===== src/rtl/ram_pkg.sv =====
// -----------------------------------------------------------------------------
// ram_pkg
// Shared types and default geometry for the single-port RAM access controller
// and its read-response pipe.
//   AW / DW / DEPTH     : default address width, data width and fill length
//   ram_ctrl_state_t    : controller state (IDLE serving requests, INIT filling)
//   ram_addr_t / ram_word_t : address and data word types at default geometry
// -----------------------------------------------------------------------------
package ram_pkg;

   localparam int AW    = 8;
   localparam int DW    = 16;
   localparam int DEPTH = 2**AW;

   typedef enum logic {IDLE, INIT} ram_ctrl_state_t;

   typedef logic [AW-1:0] ram_addr_t;
   typedef logic [DW-1:0] ram_word_t;

endpackage


===== src/rtl/ram_rd_pipe.sv =====
// -----------------------------------------------------------------------------
// ram_rd_pipe
// Tracks reads in flight to the RAM and captures their data when it arrives.
// A read tag enters on the acceptance edge and walks RD_LAT+1 stages; when it
// leaves, the RAM output is registered into rsp_data and rsp_valid pulses for
// one cycle. No back-pressure: a response is always taken.
// Ports:
//   clk, rst_n     clock, asynchronous active-low reset (clears tags and data)
//   push           a read was accepted on this edge
//   ram_data_out   data from the RAM
//   rsp_valid      one-cycle response strobe
//   rsp_data       read result, held between responses
// -----------------------------------------------------------------------------
module ram_rd_pipe
   import ram_pkg::*;
#(
   parameter int DW     = ram_pkg::DW,
   parameter int RD_LAT = 1
) (
   input  logic          clk,
   input  logic          rst_n,
   input  logic          push,
   input  logic [DW-1:0] ram_data_out,
   output logic          rsp_valid,
   output logic [DW-1:0] rsp_data
);

   // vld_p[0] is loaded on the acceptance edge; the RAM needs one edge to
   // sample the request plus RD_LAT edges to produce data, so the tag in
   // vld_p[RD_LAT] lines up with valid RAM output.
   logic [RD_LAT:0] vld_p;

   always_ff @(posedge clk or negedge rst_n) begin
      if (!rst_n) begin
         vld_p     <= '0;
         rsp_valid <= 1'b0;
         rsp_data  <= '0;
      end else begin
         vld_p[0] <= push;
         for (int i = 1; i <= RD_LAT; i++) begin
            vld_p[i] <= vld_p[i-1];
         end
         // ---- response stage ----
         rsp_valid <= vld_p[RD_LAT];
         if (vld_p[RD_LAT]) begin
            rsp_data <= ram_data_out;
         end
      end
   end

endmodule


===== src/rtl/ram_port_ctrl.sv =====
// -----------------------------------------------------------------------------
// ram_port_ctrl
// Sole owner of the RAM control pins. Serves read/write requests over a
// valid/ready handshake (one per cycle, no bubbles) and runs a fill sequencer
// that writes a constant to every word on request.
// Ports:
//   clk, rst_n                 clock, asynchronous active-low reset
//   init_start, init_value     one-cycle fill request and its fill word
//   init_busy                  high while the fill runs (DEPTH cycles)
//   req_valid/req_ready        request handshake (req_ready is combinational)
//   req_write/req_addr/req_wdata  request contents (1 = write)
//   rsp_valid/rsp_data         read response, RD_LAT+1 edges after acceptance
//   ram_addr/ram_data_in/ram_enable/ram_write_en  registered RAM pins
//   ram_data_out               RAM read data
// -----------------------------------------------------------------------------
module ram_port_ctrl
   import ram_pkg::*;
#(
   parameter int AW     = ram_pkg::AW,
   parameter int DW     = ram_pkg::DW,
   parameter int DEPTH  = 2**AW,
   parameter int RD_LAT = 1
) (
   input  logic          clk,
   input  logic          rst_n,
   input  logic          init_start,
   input  logic [DW-1:0] init_value,
   output logic          init_busy,
   input  logic          req_valid,
   output logic          req_ready,
   input  logic          req_write,
   input  logic [AW-1:0] req_addr,
   input  logic [DW-1:0] req_wdata,
   output logic          rsp_valid,
   output logic [DW-1:0] rsp_data,
   output logic [AW-1:0] ram_addr,
   output logic [DW-1:0] ram_data_in,
   output logic          ram_enable,
   output logic          ram_write_en,
   input  logic [DW-1:0] ram_data_out
);

   ram_ctrl_state_t state;
   logic [AW-1:0]   fill_cnt;   // next fill address to issue
   logic            fill_last;  // last fill write already on the pins
   logic [DW-1:0]   fill_val;
   logic            accept;

   // A fill request takes priority over a request arriving in the same cycle.
   // Gating with rst_n keeps every output low while reset is asserted.
   assign req_ready = rst_n && (state == IDLE) && !init_start;
   assign accept    = req_valid && req_ready;

   always_ff @(posedge clk or negedge rst_n) begin
      if (!rst_n) begin
         state        <= IDLE;
         fill_cnt     <= '0;
         fill_last    <= 1'b0;
         fill_val     <= '0;
         init_busy    <= 1'b0;
         ram_addr     <= '0;
         ram_data_in  <= '0;
         ram_enable   <= 1'b0;
         ram_write_en <= 1'b0;
      end else begin
         ram_enable   <= 1'b0;
         ram_write_en <= 1'b0;
         case (state)
            IDLE: begin
               if (init_start) begin
                  // Address 0 goes out on the start edge itself.
                  state        <= INIT;
                  init_busy    <= 1'b1;
                  fill_val     <= init_value;
                  ram_enable   <= 1'b1;
                  ram_write_en <= 1'b1;
                  ram_addr     <= '0;
                  ram_data_in  <= init_value;
                  fill_cnt     <= (DEPTH == 1) ? '0 : AW'(1);
                  fill_last    <= (DEPTH == 1);
               end else if (accept) begin
                  ram_enable   <= 1'b1;
                  ram_write_en <= req_write;
                  ram_addr     <= req_addr;
                  ram_data_in  <= req_wdata;
               end
            end
            INIT: begin
               if (fill_last) begin
                  // One idle cycle after the final write: busy drops and
                  // req_ready returns on the following cycle.
                  state     <= IDLE;
                  init_busy <= 1'b0;
                  fill_last <= 1'b0;
               end else begin
                  ram_enable   <= 1'b1;
                  ram_write_en <= 1'b1;
                  ram_addr     <= fill_cnt;
                  ram_data_in  <= fill_val;
                  fill_last    <= (fill_cnt == AW'(DEPTH-1));
                  fill_cnt     <= (fill_cnt == AW'(DEPTH-1)) ? '0 : fill_cnt + AW'(1);
               end
            end
            default: state <= IDLE;
         endcase
      end
   end

   ram_rd_pipe #(
      .DW     (DW),
      .RD_LAT (RD_LAT)
   ) u_rd_pipe (
      .clk          (clk),
      .rst_n        (rst_n),
      .push         (accept && !req_write),
      .ram_data_out (ram_data_out),
      .rsp_valid    (rsp_valid),
      .rsp_data     (rsp_data)
   );

endmodule


===== config.mk =====
export PLATFORM = sky130hd
export DESIGN_NAME = ram_port_ctrl
export DESIGN_NICKNAME = d
export VERILOG_FILES = /design/src/rtl/ram_pkg.sv /design/src/rtl/ram_rd_pipe.sv /design/src/rtl/ram_port_ctrl.sv
export SDC_FILE = /design/constraint.sdc
export NUM_CORES = 1
export LEC_CHECK = 0
export CORE_MARGIN = 2
export CORE_UTILIZATION = 46
export DETAILED_ROUTE_END_ITERATION = 8
export HOLD_SLACK_MARGIN = 0.05
export PLACE_DENSITY = 0.78
export SYNTH_ARGS = -nofsm -noshare
export SYNTH_HDL_FRONTEND = slang
export SYNTH_HIERARCHICAL = 1
export SYNTH_SLANG_ARGS = --single-unit

===== constraint.sdc =====
create_clock -name clk -period 1.6 [get_ports clk]
set_clock_uncertainty 0.2 [all_clocks]
set_input_delay 0.32 -clock clk [delete_from_list [all_inputs] [get_ports clk]]
set_output_delay 0.32 -clock clk [all_outputs]
set_load 0.01 [all_outputs]

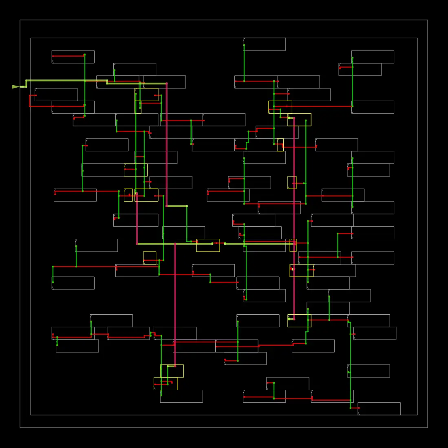
(images/clocks.png)
clk_lat worst skew: 340 ps
Clk. pwr: 0.00125 W
flop count: 72
Clock Sink Count: 72
CTS Buf Count: 9

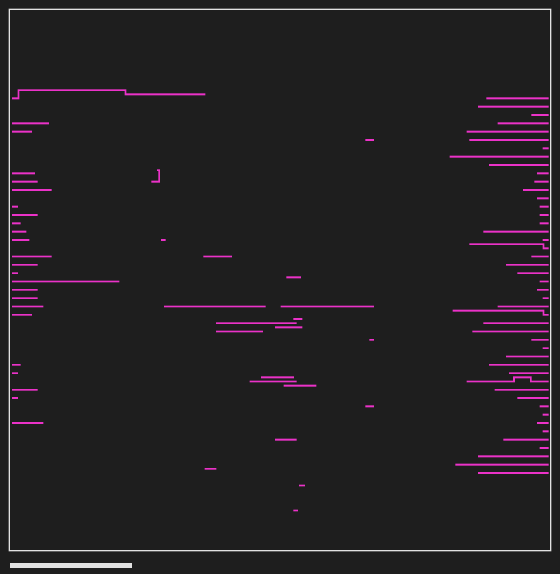
(images/layer_met3.png)
Scale bar: 20 um.
The layer holds 6.7% of the routed length. The layer carries 501 um of wire.
met3 Use GR: 4.01%
WL final: 7510 um

==> flow_metrics.tcl <==
# implementation run metrics
set metrics [dict create \
    dp_cells 487 \
    reg2reg_depth 4 \
    core-area_sq_um 6830 \
    synthArstFlopShare_pct 100 \
    antenna_found_initial 0 \
    power_w 0.00508 \
    cts_tree "done" \
    dp_hpwl_um 5440 \
    fin_setup_tns_ps -29.4 \
    path_max_fanout 2 \
    crit_end "req_ready" \
    grt_pass1_wl_um 12200 \
    synth_top_flop_cell "dfrtp_1" \
    seq-cell-share_pct 38.4 \
    combinationalPowerShare_pct 28.4 \
    place_congestion 0.831 \
    synth_cell_type_count 36 \
    rsz0062_at_grt "yes" \
    slew_violations 0 \
    die_y_um 88.2 \
    clockPowerShare_pct 24.6 \
    required_ps 1080 \
    status "finished with violations" \
    comb_share_pct 28.7 \
    simple_gate_area_share_pct 8.78 \
    htree_levels 3 \
    logic_area_sq_um 1350 \
    dpl_cell_area_sq_um 4540 \
    maxCapViolations 0 \
    logic_gate_count 186 \
    crit_chain "nor2_4, and2_4, buf_6" \
    clockBufferDepth 2 \
    most-common-layout-cells "dfrtp_1, clkdlybuf4s50_1, dlygate4sd2_1" \
    fin_crit_sh_pct 102 \
    finalWorstPathRequiredPeriod_ps 1630 \
    post_cts_buffers 0 \
    ys_seq_share_pct 55.2 \
    path_clk_slew_ps 70 \
    power_switching_w 0.00148 \
    tap_cells 96 \
    groute.usage.overall_pct 20.4 \
    cts.repair.resized 51 \
    critPathCaptureType "output port" \
    fp_util_pct 47.8 \
    path_buffers 1 \
    logic_family "multiplexers" \
    path_class "flip-flop to output port" \
    seq_area_sq_um 1800 \
    power.leakage_nw 2.20 \
    p_comb_w 0.00144 \
    die_area_sq_um 7780 \
    layout_top_cell "dfrtp_1" \
    worstMarginPinSlew_ps 758 \
    syn_inst 281 \
    largest_cell_class "registers" \
    finalHoldViolations 0 \
    violations "setup timing" \
    vias 2534 \
    yosys.area_share.adder_pct 0.383 \
    port_buffers 105 \
    met2_length_um 3510 \
    regToRegSetupSlack_ps 20 \
    holdWs_ps 56.0 \
    p_int_w 0.00360 \
    cp_top_family "flip-flops" \
    worst_slack_ps -29.4 \
    io_pins 106 \
    yosysChipArea_sq_um 3260 \
    min_path_type "input port to asynchronous set/reset pin" \
    critPathLaunch "state" \
    slew-limit-headroom_pct 49.5 \
    root_buffer "clkbuf_8" \
    postSynthNetCount 343 \
    p_seq_w 0.00239 \
    holdBufCountCts 1 \
    postRouteAntennaNets 0 \
    synthAoiAreaFrac_pct 12.1 \
    finalSetupViolations 1 \
    clk_share_pct 3.54 \
    worst_ep_arrival_time_ps 1110 \
]
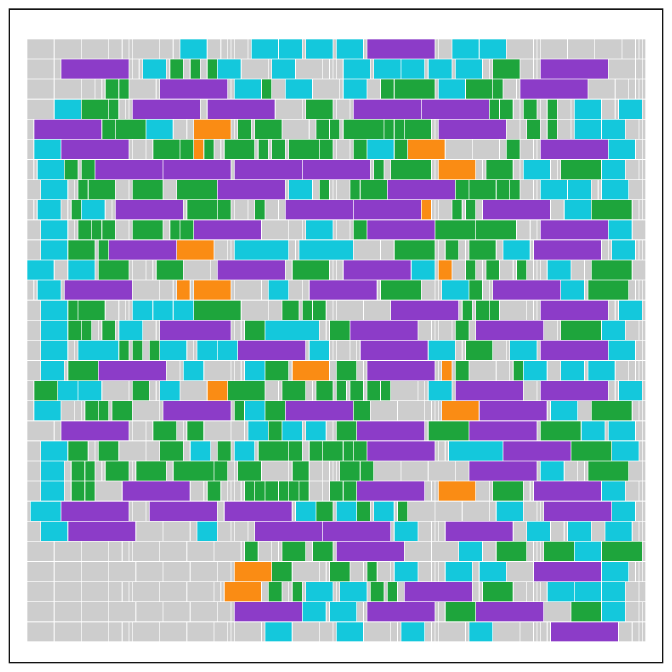
(images/placement_by_type.png)
Fill, decap, tap and diode cells in grey.
Key: green = combinational and other logic [cells 189]; purple = sequential cells [cells 72]; cyan = remaining buffers and delay cells [cells 131]; orange = clock drivers and dummy loads [cells 16]
Row Count: 30
fin area: 4700 sq um
Core Util, Final: 68.8%

## cell usage after synthesis (3+ instances only)
| cell type | number |
|---|---|
| dfrtp_1 | 72 |
| nand2_1 | 30 |
| o21ai_1 | 29 |
| nor2_1 | 21 |
| mux2_4 | 19 |
| a21oi_1 | 18 |
| mux2i_1 | 16 |
| buf_2 | 12 |
| mux2_1 | 7 |
| mux2_2 | 7 |
| a22oi_1 | 6 |
| buf_4 | 4 |
| nand3_1 | 4 |
| a22o_1 | 3 |
| inv_1 | 3 |
| nand2b_1 | 3 |
| o31ai_1 | 3 |
## sequential cells by signal, indices dropped and copies added, names as in the netlist, 2 cells and up
signal              cells
ram_data_in            16
u_rd_pipe/rsp_data     16
u_rd_pipe/vld_p         2
ram_addr                8
fill_val               16
fill_cnt                8
Power is estimated from default activity; no workload was simulated.
